### src/rtl/nabp_pkg.sv
// NABP shared definitions: widths mirroring the core's
// constants and the image-RAM writer FSM encoding.
package nabp_pkg;

  localparam int kImageAddressLength = 16;
  localparam int kCacheDataLength    = 16;

  typedef enum logic [1:0] {
    IDLE   = 2'd0,
    STREAM = 2'd1,
    DRAIN  = 2'd2,
    DONE   = 2'd3
  } nabp_state_e;

endpackage

### src/rtl/nabp_sync_fifo.sv
// Synchronous FIFO with wrap-around pointers; also exposes
// the head, emptiness and free space as they will be after this cycle.
module nabp_sync_fifo #(
  parameter int W     = 32,
  parameter int DEPTH = 4
) (
  input  logic                   clk,
  input  logic                   reset_n,
  input  logic                   push,
  input  logic                   pop,
  input  logic [W-1:0]           wdata,
  output logic [W-1:0]           head_next,
  output logic                   full,
  output logic                   empty,
  output logic                   empty_next,
  output logic [$clog2(DEPTH):0] free_count
);

  localparam int AW = $clog2(DEPTH);
  localparam logic [AW:0] DEPTH_P = (AW+1)'(DEPTH);

  logic [W-1:0] mem [DEPTH];
  logic [AW:0]  wr_q;
  logic [AW:0]  rd_q;
  logic [AW:0]  wr_d;
  logic [AW:0]  rd_d;
  logic         do_push;
  logic         do_pop;

  assign empty = (wr_q == rd_q);
  assign full  = (wr_q[AW] != rd_q[AW]) &&
                 (wr_q[AW-1:0] == rd_q[AW-1:0]);

  // a full FIFO still takes a push when it pops the same cycle
  assign do_pop  = pop && !empty;
  assign do_push = push && (!full || do_pop);

  assign wr_d = wr_q + {{AW{1'b0}}, do_push};
  assign rd_d = rd_q + {{AW{1'b0}}, do_pop};

  assign empty_next = (wr_d == rd_d);
  assign free_count = DEPTH_P - (wr_d - rd_d);

  // new head is the incoming word when it lands in an emptied FIFO
  assign head_next = (rd_d == wr_q) ? wdata
                                    : mem[rd_d[AW-1:0]];

  always_ff @(posedge clk) begin
    if (!reset_n) begin
      wr_q <= '0;
      rd_q <= '0;
    end else begin
      wr_q <= wr_d;
      rd_q <= rd_d;
    end
  end

  always_ff @(posedge clk) begin
    if (do_push) begin
      mem[wr_q[AW-1:0]] <= wdata;
    end
  end

endmodule

### src/rtl/nabp_image_ram_writer.sv
// NABP image RAM writer: buffers core pixels and commits them
// to the external image RAM over a valid/ready write port.
module nabp_image_ram_writer
  import nabp_pkg::*;
#(
  parameter int ADDR_W     = kImageAddressLength,
  parameter int DATA_W     = kCacheDataLength,
  parameter int FIFO_DEPTH = 4
) (
  input  logic              clk,
  input  logic              reset_n,
  input  logic              ir_kick,
  input  logic              ir_addr_valid,
  input  logic [ADDR_W-1:0] ir_addr,
  input  logic [DATA_W-1:0] ir_val,
  input  logic              ir_done,
  output logic              ir_enable,
  output logic              mem_we,
  output logic [ADDR_W-1:0] mem_addr,
  output logic [DATA_W-1:0] mem_data,
  input  logic              mem_ready,
  output logic              hs_done,
  output logic              hs_busy,
  output logic              err_overflow,
  output logic [ADDR_W:0]   pix_count
);

  localparam int PW = ADDR_W + DATA_W;
  localparam int CW = $clog2(FIFO_DEPTH) + 1;
  localparam logic [ADDR_W:0] PIX_ONE = {{ADDR_W{1'b0}}, 1'b1};
  localparam logic [ADDR_W:0] PIX_MAX = {1'b1, {ADDR_W{1'b0}}};

  nabp_state_e state_q;
  nabp_state_e state_d;

  logic          push;
  logic          wr_fire;
  logic          frame_start;
  logic          overflow_set;
  logic          fifo_full;
  logic          fifo_empty;
  logic          fifo_empty_next;
  logic [PW-1:0] fifo_head_next;
  logic [CW-1:0] fifo_free;

  assign push         = (state_q == STREAM) && ir_addr_valid;
  assign wr_fire      = mem_we && mem_ready;
  assign frame_start  = (state_q == IDLE) && ir_kick;
  assign overflow_set = push && fifo_full && !wr_fire;

  nabp_sync_fifo #(
    .W     (PW),
    .DEPTH (FIFO_DEPTH)
  ) u_fifo (
    .clk        (clk),
    .reset_n    (reset_n),
    .push       (push),
    .pop        (wr_fire),
    .wdata      ({ir_addr, ir_val}),
    .head_next  (fifo_head_next),
    .full       (fifo_full),
    .empty      (fifo_empty),
    .empty_next (fifo_empty_next),
    .free_count (fifo_free)
  );

  always_comb begin
    state_d = state_q;
    unique case (state_q)
      IDLE:   if (ir_kick) state_d = STREAM;
      STREAM: if (ir_done) state_d = DRAIN;
      DRAIN:  if (fifo_empty && !mem_we) state_d = DONE;
      DONE:   state_d = IDLE;
      default: state_d = IDLE;
    endcase
  end

  always_ff @(posedge clk) begin
    if (!reset_n) begin
      state_q <= IDLE;
    end else begin
      state_q <= state_d;
    end
  end

  assign hs_done = (state_q == DONE);
  assign hs_busy = (state_q == STREAM) ||
                   (state_q == DRAIN);

  // enable keeps one entry spare for the pixel the core
  // may still present after it sees enable drop
  always_ff @(posedge clk) begin
    if (!reset_n) begin
      ir_enable <= 1'b0;
      mem_we    <= 1'b0;
      mem_addr  <= '0;
      mem_data  <= '0;
    end else begin
      ir_enable <= (state_d == STREAM) &&
                   (fifo_free >= CW'(2));
      mem_we    <= !fifo_empty_next;
      if (!fifo_empty_next) begin
        {mem_addr, mem_data} <= fifo_head_next;
      end
    end
  end

  always_ff @(posedge clk) begin
    if (!reset_n) begin
      pix_count    <= '0;
      err_overflow <= 1'b0;
    end else begin
      if (frame_start) begin
        pix_count <= '0;
      end else if (wr_fire && pix_count != PIX_MAX) begin
        pix_count <= pix_count + PIX_ONE;
      end
      if (frame_start) begin
        err_overflow <= 1'b0;
      end else if (overflow_set) begin
        err_overflow <= 1'b1;
      end
    end
  end

endmodule

### config.mk
export PLATFORM = sky130hd
export DESIGN_NAME = nabp_image_ram_writer
export DESIGN_NICKNAME = d
export VERILOG_FILES = /design/src/rtl/nabp_pkg.sv /design/src/rtl/nabp_sync_fifo.sv /design/src/rtl/nabp_image_ram_writer.sv
export SDC_FILE = /design/constraint.sdc
export NUM_CORES = 1
export LEC_CHECK = 0
export CORE_ASPECT_RATIO = 1.1
export CORE_MARGIN = 3
export CORE_UTILIZATION = 55
export CTS_CLUSTER_DIAMETER = 150
export DETAILED_ROUTE_END_ITERATION = 7
export PLACE_DENSITY = 0.86
export REMOVE_ABC_BUFFERS = 1
export SYNTH_ARGS = -nofsm -noshare
export SYNTH_HDL_FRONTEND = slang
export SYNTH_HIERARCHICAL = 1
export SYNTH_SLANG_ARGS = --single-unit
### constraint.sdc
create_clock -name clk -period 5.1 [get_ports clk]
set_clock_uncertainty 0.2 [all_clocks]
set_input_delay 0.765 -clock clk [delete_from_list [all_inputs] [get_ports clk]]
set_output_delay 0.765 -clock clk [all_outputs]
set_load 0.1 [all_outputs]
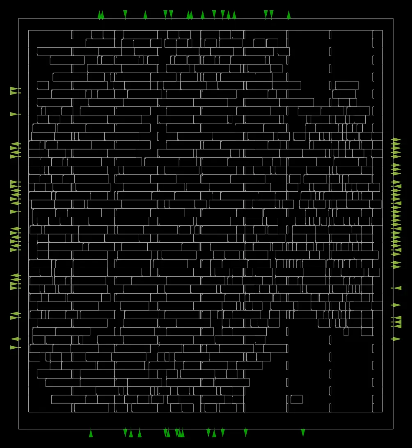
Figure 1: run 1, placed standard cells.
Seq/total area: 52.8%
Core Rows: 45
Filler Cell Count: 890
Final Instance Count excl. Fillers: 785

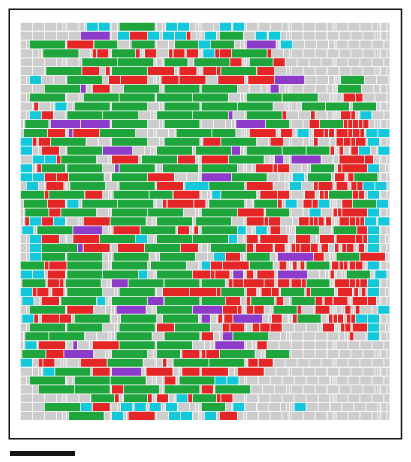
Figure 2: run 1, cell classes on the final placement.
The bar under the picture is 20 um long. Fill, decap, tap and diode cells in gray.
[purple] clock drivers and dummy loads | cells: 32 | share of their area: 6.0%
[cyan] other buffers and delay cells | cells: 98 | share of their area: 10%
[green] flip-flops | cells: 188 | share of their area: 54%
[red] all other logic | cells: 279 | share of their area: 29%
floorplan core area: 13900 um2
final cell utilization of the core: 68.7%
Final Instance Area: 9550 um2

==> flow report, run 1 <==
STATUS
----------------------------------------------------------------------------------------
Run status ................................................................    completed

SETUP PATH
----------------------------------------------------------------------------------------
Data arrival time of the critical path ....................................      4.04 ns
Beginning of the worst register-to-register path .......................... u_fifo/wr_q[1]$_SDFF_PN0_
Ordered cell list for the critical path ................................... clkdlybuf4s50_1 > nand2_1 > inv_1 > inv_1 > a31oi_1 > ha_2 > ha_2 > xnor2_1 > nand3_4 > mux2_4 > mux2i_1 > nor2_1

GLOBAL ROUTING
----------------------------------------------------------------------------------------
Antenna violations before repair ..........................................            0
GR Util met2 ..............................................................        33.6%
M3 GR Usage ...............................................................        5.04%
Number of global-route vias before repair .................................         4652
Largest net degree at the start of global routing .........................           35
First-pass GRT wire length ................................................     24400 um
Most heavily used metal layer in global routing ...........................         met2

POWER
----------------------------------------------------------------------------------------
Largest Pwr Group ......................................................... sequential cells
Switching Share ...........................................................        30.9%

CLOCK NETWORK
----------------------------------------------------------------------------------------
CTS clock-pin slew for the worst setup and hold paths .....................      0.07 ns
Clock latency reported for the late side of the worst-skew pair ...........      0.43 ns
Post-CTS Repair Setup Buffers .............................................            0
TritonCTS clock tree ......................................................        built

LAYOUT
----------------------------------------------------------------------------------------
# nets final ..............................................................          636
Clock network area share ..................................................        5.82%
Combinational cell area excluding buffers and inverters ...................     2690 um2
Sequential cells ..........................................................          188
Top library cells by usage in the layout, fill and taps aside ............. sky130_fd_sc_hd__edfxtp_1, sky130_fd_sc_hd__clkdlybuf4s50_1, sky130_fd_sc_hd__dfxtp_1

YOSYS
----------------------------------------------------------------------------------------
Number of synthesis warnings ..............................................            6

FLOORPLAN
----------------------------------------------------------------------------------------
Count of pins on the block boundary .......................................           92
Effective utilization at floorplan ........................................        56.8%

ROUTE
----------------------------------------------------------------------------------------
Met3 layer wire length in the routed design ...............................       971 um
Uppermost routed layer ....................................................         met4
Total length of routed met2 wires .........................................      7680 um

FINAL TIMING
----------------------------------------------------------------------------------------
Sum of negative setup slack ...............................................         0 ns
Portion of the clock cycle consumed by the worst path in the final layout .        77.9%

PLACED DESIGN
----------------------------------------------------------------------------------------
Gp weighted congestion ....................................................        0.851

HOLD PATH
----------------------------------------------------------------------------------------
Worst hold path type ......................................................   reg -> reg

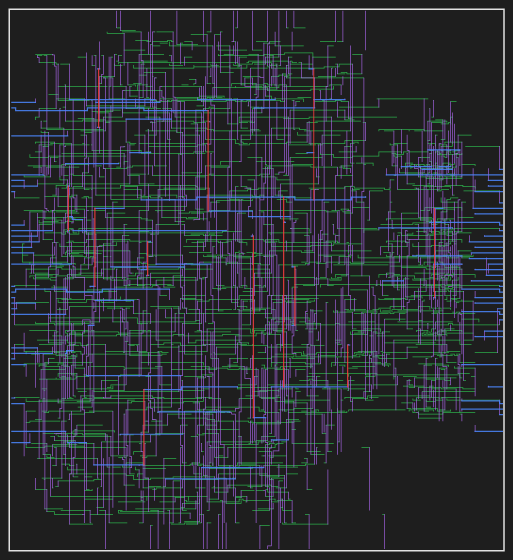
Figure 3: run 1, signal wires by layer.
[blue] met3 | wire length: 972 um
[purple] met2 | wire length: 7680 um
[red] met4 | wire length: 264 um
[green] met1 | wire length: 6420 um
gr usage total: 20.1%
routed wire length per instance: 19.5 um
number of vias in the routed layout: 4452

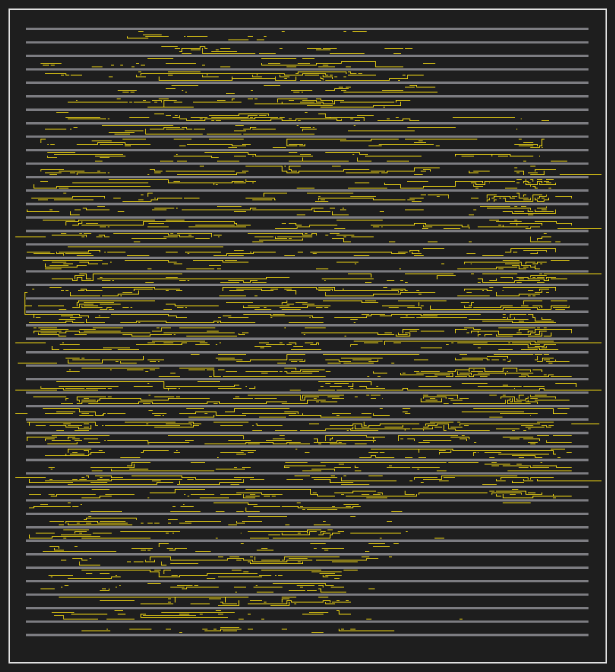
Figure 4: run 1, signal wires on met1.
Supply wires on this layer in gray.
share of all routed wire: 42%
wire length on this layer: 6420 um
longest straight run: 38.2 um
nets with wire on the layer: 571
global routing usage on met1: 25.4%
Total Routed Length: 15300 um

## run 1: sequential cells by signal (all words and copies together), names as in the netlist
name          count
pix_count        17
u_fifo/rd_q       3
err_overflow      1
ir_enable         1
u_fifo/mem      128
state_q           2
mem_we            1
u_fifo/wr_q       3
mem_addr         16
mem_data         16
## run 1: metrics by stage
step	util, %	hold WS (ns)	instances	cell area [um2]
2_1_floorplan	-	0.384	467	7750
3_3_place_gp	64.7	0.255	753	8990
3_5_place_dp	64.7	0.261	753	8990
4_1_cts	68.7	0.276	785	9550
5_1_grt	68.7	0.319	785	9550
6_report	68.7	0.281	785	9550
## run 1: worst min-delay path: cells and delay by family (launching register included)
| kind | cells | cell delay [ns] |
|---|---|---|
| DFF | 1 | 0.34 |
| and+or+nand+nor | 1 | 0.07 |
| AOI/OAI and AO/OA | 1 | 0.04 |
--- run 2 (diff from run 1) ---
==> constraint.sdc (replaced) <==
create_clock -name clk -period 3.8 [get_ports clk]
set_clock_uncertainty 0.2 [all_clocks]
set_input_delay 0.57 -clock clk [delete_from_list [all_inputs] [get_ports clk]]
set_output_delay 0.57 -clock clk [all_outputs]
set_load 0.1 [all_outputs]
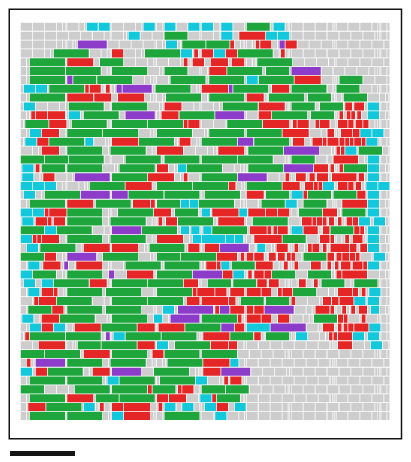
Figure 5: run 2, cell classes on the final placement.
The bar under the picture is 20 um long. Fill, decap, tap and diode cells in gray.
[cyan] other buffers and delay cells | cells: 109 | share of their area: 11%
[purple] clock drivers and dummy loads | cells: 32 | share of their area: 6.6%
[green] flip-flops | cells: 188 | share of their area: 53%
[red] all other logic | cells: 279 | share of their area: 29%
Final Instance Area: 9710 um2
final cell utilization of the core: 69.8%
Seq/total area: 52.0%

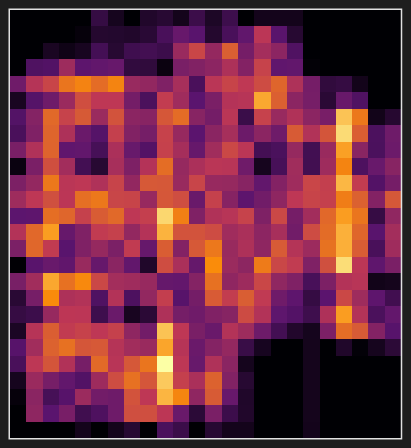
Figure 6: run 2, wire density map.
24 x 26 tiles, from black (low) to pale yellow (high), scaled to the fullest tile. Values are wire area over tile area, all layers added.
nearly empty tiles: 16%
mean over tiles: 0.16
tiles over half the peak: 24%
Total Routed Length: 16100 um
number of vias in the routed layout: 4549
gr usage total: 21.3%
routed wire length per instance: 20.3 um

==> flow report, run 2 <==
STATUS
------------------------------------------------------------------------------
Run status ......................................................    completed   unchanged

LAYOUT
------------------------------------------------------------------------------
Clock network area share ........................................        6.43%   was 5.82%
# nets final ....................................................          647   was 636
Sequential cells ................................................          188   unchanged
Top library cells by usage in the layout, fill and taps aside ... sky130_fd_sc_hd__edfxtp_1, sky130_fd_sc_hd__clkdlybuf4s50_1, sky130_fd_sc_hd__dfxtp_1   unchanged
Combinational cell area excluding buffers and inverters .........     2690 um2   unchanged
Final Instance Count excl. Fillers ..............................          796   was 785

CLOCK NETWORK
------------------------------------------------------------------------------
TritonCTS clock tree ............................................        built   unchanged
Clock latency reported for the late side of the worst-skew pair .      0.43 ns   about the same
CTS clock-pin slew for the worst setup and hold paths ...........      0.06 ns   was 0.07 ns

GLOBAL ROUTING
------------------------------------------------------------------------------
Number of global-route vias before repair .......................         4811   was 4652
Most heavily used metal layer in global routing .................         met2   unchanged
First-pass GRT wire length ......................................     25700 um   was 24400 um
Largest net degree at the start of global routing ...............           26   was 35
M3 GR Usage .....................................................        5.64%   was 5.04%
Antenna violations before repair ................................            0   unchanged
Global routing usage on met1 ....................................        26.3%   was 25.4%

SETUP PATH
------------------------------------------------------------------------------
Ordered cell list for the critical path ......................... clkdlybuf4s50_1 > nand2_1 > inv_1 > inv_1 > a31oi_1 > ha_2 > ha_2 > xnor3_2 > nand3_4 > buf_4 > mux2_4 > mux2i_1 > nor2_1   was clkdlybuf4s50_1 > nand2_1 > inv_1 > inv_1 > a31oi_1 > ha_2 > ha_2 > xnor2_1 > nand3_4 > mux2_4 > mux2i_1 > nor2_1

HOLD PATH
------------------------------------------------------------------------------
Worst hold path type ............................................   reg -> reg   unchanged

PLACED DESIGN
------------------------------------------------------------------------------
Placed cell area ................................................     9080 um2   was 8990 um2
Number of placed instances with taps included ...................          764   was 753
Gp weighted congestion ..........................................        0.847   was 0.851

YOSYS
------------------------------------------------------------------------------
Number of synthesis warnings ....................................            6   unchanged

FLOORPLAN
------------------------------------------------------------------------------
Effective utilization at floorplan ..............................        56.8%   unchanged
Count of pins on the block boundary .............................           92   unchanged
Core Rows .......................................................           45   unchanged
Floorplan core area .............................................    13900 um2   unchanged

FINAL TIMING
------------------------------------------------------------------------------
Final hold slack ................................................     0.298 ns   was 0.281 ns

ROUTE
------------------------------------------------------------------------------
Uppermost routed layer ..........................................         met4   unchanged

POWER
------------------------------------------------------------------------------
Switching Share .................................................        30.1%   was 30.9%
Largest Pwr Group ............................................... sequential cells   unchanged

-- run 2: path summary, 6_finish.rpt --
path | startpoint | end | slack (ns) | depth (start not counted)
max reg2reg | state_q[1]$_SDFF_PN0_ | mem_addr[12]$_SDFFE_PN0N_ | 0.64 | 13
min reg2reg | mem_data[13]$_SDFFE_PN0N_ | mem_data[13]$_SDFFE_PN0N_ | 0.30 | 2
max | mem_ready | mem_data[4]$_SDFFE_PN0N_ | 0.52 | 13
min | mem_data[13]$_SDFFE_PN0N_ | mem_data[13]$_SDFFE_PN0N_ | 0.30 | 2
-- run 2: metrics by stage --
stage	setup slack [ns]	utilization, %	TNS (ns)
detailed placement	0.104	65.3	0
floorplan	-1.27	-	-124.70
global placement	0.226	65.3	0
CTS	0.539	69.8	0
finish	0.520	69.8	0
global route	0.361	69.8	0
--- run 3 (diff from run 2) ---
--- a/config.mk
+++ b/config.mk
@@ -9,6 +9,7 @@
 export CORE_MARGIN = 3
 export CORE_UTILIZATION = 55
 export CTS_CLUSTER_DIAMETER = 150
+export CTS_CLUSTER_SIZE = 25
 export DETAILED_ROUTE_END_ITERATION = 7
 export PLACE_DENSITY = 0.86
 export REMOVE_ABC_BUFFERS = 1
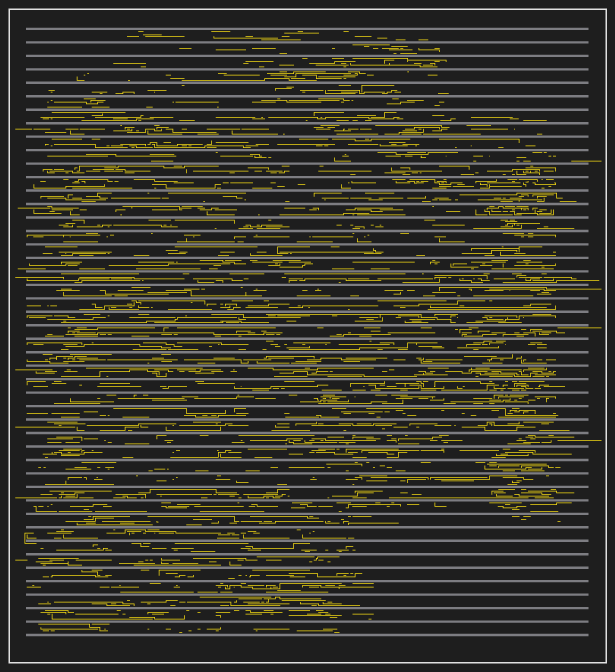
Figure 7: run 3, signal wires on met1.
Supply wires on this layer in gray.
share of all routed wire: 40%
longest straight run: 31.3 um
global routing usage on met1: 26.3%

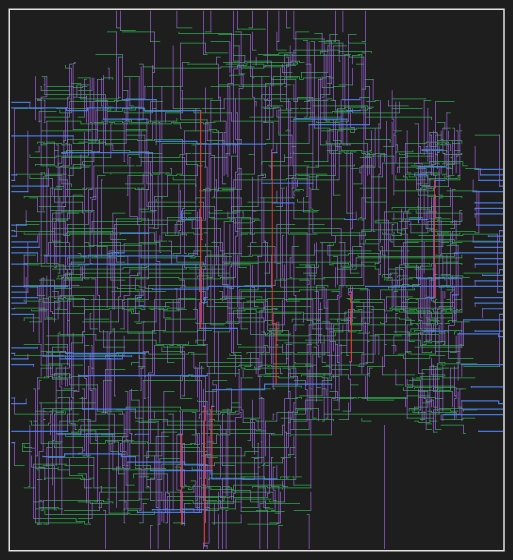
Figure 8: run 3, signal wires by layer.
[red] met4 | wire length: 227 um
[purple] met2 | wire length: 8460 um
[blue] met3 | wire length: 975 um
[green] met1 | wire length: 6480 um

==> flow report, run 3 <==
LAYOUT
----------------------------------------------------------------------------------------
Seq/total area ............................................................        52.0%   unchanged
Final Instance Area .......................................................     9710 um2   unchanged
Final cell utilization of the core ........................................        69.8%   unchanged
Top library cells by usage in the layout, fill and taps aside ............. sky130_fd_sc_hd__edfxtp_1, sky130_fd_sc_hd__clkdlybuf4s50_1, sky130_fd_sc_hd__dfxtp_1   unchanged
# nets final ..............................................................          647   unchanged
Final Instance Count excl. Fillers ........................................          796   unchanged
Sequential cells ..........................................................          188   unchanged
Clock network area share ..................................................        6.43%   unchanged
Combinational cell area excluding buffers and inverters ...................     2690 um2   unchanged
Filler Cell Count .........................................................          898   unchanged

CLOCK NETWORK
----------------------------------------------------------------------------------------
Post_cts resized ..........................................................            0   unchanged
CTS clock-pin slew for the worst setup and hold paths .....................      0.06 ns   about the same
TritonCTS clock tree ......................................................        built   unchanged
Post-CTS Repair Setup Buffers .............................................            0   unchanged

FLOORPLAN
----------------------------------------------------------------------------------------
Effective utilization at floorplan ........................................        56.8%   unchanged
Floorplan core area .......................................................    13900 um2   unchanged
Count of pins on the block boundary .......................................           92   unchanged
Core Rows .................................................................           45   unchanged

GLOBAL ROUTING
----------------------------------------------------------------------------------------
First-pass GRT wire length ................................................     25700 um   unchanged
Gr usage total ............................................................        21.3%   unchanged
Largest net degree at the start of global routing .........................           26   unchanged
Number of global-route vias before repair .................................         4811   unchanged
Antenna violations before repair ..........................................            0   unchanged

POWER
----------------------------------------------------------------------------------------
Switching Share ...........................................................        30.1%   unchanged
Final Total Pwr ...........................................................      5550 uW   unchanged

FINAL TIMING
----------------------------------------------------------------------------------------
Final hold slack ..........................................................     0.298 ns   unchanged
Final worst-path setup slack ..............................................     0.520 ns   unchanged
Portion of the clock cycle consumed by the worst path in the final layout .        86.3%   unchanged
Sum of negative setup slack ...............................................         0 ns   unchanged

HOLD PATH
----------------------------------------------------------------------------------------
Worst hold path type ......................................................   reg -> reg   unchanged
Hold path startpoint ...................................................... mem_data[13]$_SDFFE_PN0N_   unchanged

ROUTE
----------------------------------------------------------------------------------------
Number of vias in the routed layout .......................................         4549   unchanged
Iteration count of the initial detailed-routing pass ......................            5   unchanged
Routed wire length per instance ...........................................      20.3 um   unchanged

PLACED DESIGN
----------------------------------------------------------------------------------------
Setup Slack @ Placement ...................................................     0.104 ns   unchanged
Number of placed instances with taps included .............................          764   unchanged
Placed cell area ..........................................................     9080 um2   unchanged

STATUS
----------------------------------------------------------------------------------------
Run status ................................................................    completed   unchanged

SETUP PATH
----------------------------------------------------------------------------------------
Setup crit start kind .....................................................   input port   unchanged
Beginning of the worst register-to-register path .......................... state_q[1]$_SDFF_PN0_   unchanged
Data arrival time of the critical path ....................................      3.38 ns   about the same
Ordered cell list for the critical path ................................... clkdlybuf4s50_1 > nand2_1 > inv_1 > inv_1 > a31oi_1 > ha_2 > ha_2 > xnor3_2 > nand3_4 > buf_4 > mux2_4 > mux2i_1 > nor2_1   unchanged
Start point of the critical path ..........................................    mem_ready   unchanged

run 3: cell counts in the layout (fill, tap and decap cells not counted):
Identical to the previous run, type by type.
run 3: worst paths after layout:
check	to	slack, ns	cells past startpoint
worst max-delay path	mem_data[4]$_SDFFE_PN0N_	0.52	13
worst min-delay path	mem_data[13]$_SDFFE_PN0N_	0.30	2
worst max register to register	mem_addr[12]$_SDFFE_PN0N_	0.64	13
worst min register to register	mem_data[13]$_SDFFE_PN0N_	0.30	2
run 3: metal layers:
layer | share of wire (%) | wire length, um | vias up | global-route usage (%)
met5 | 0 | 0 | - | 0
met4 | 1.4 | 227 | 0 | 6.86
met3 | 6.0 | 975 | 18 | 5.64
met2 | 52 | 8460 | 162 | 36.6
met1 | 40 | 6480 | 2306 | 26.3
li1 | - | - | 2063 | -
No activity file was given, so power comes from the tool's default toggle rates.
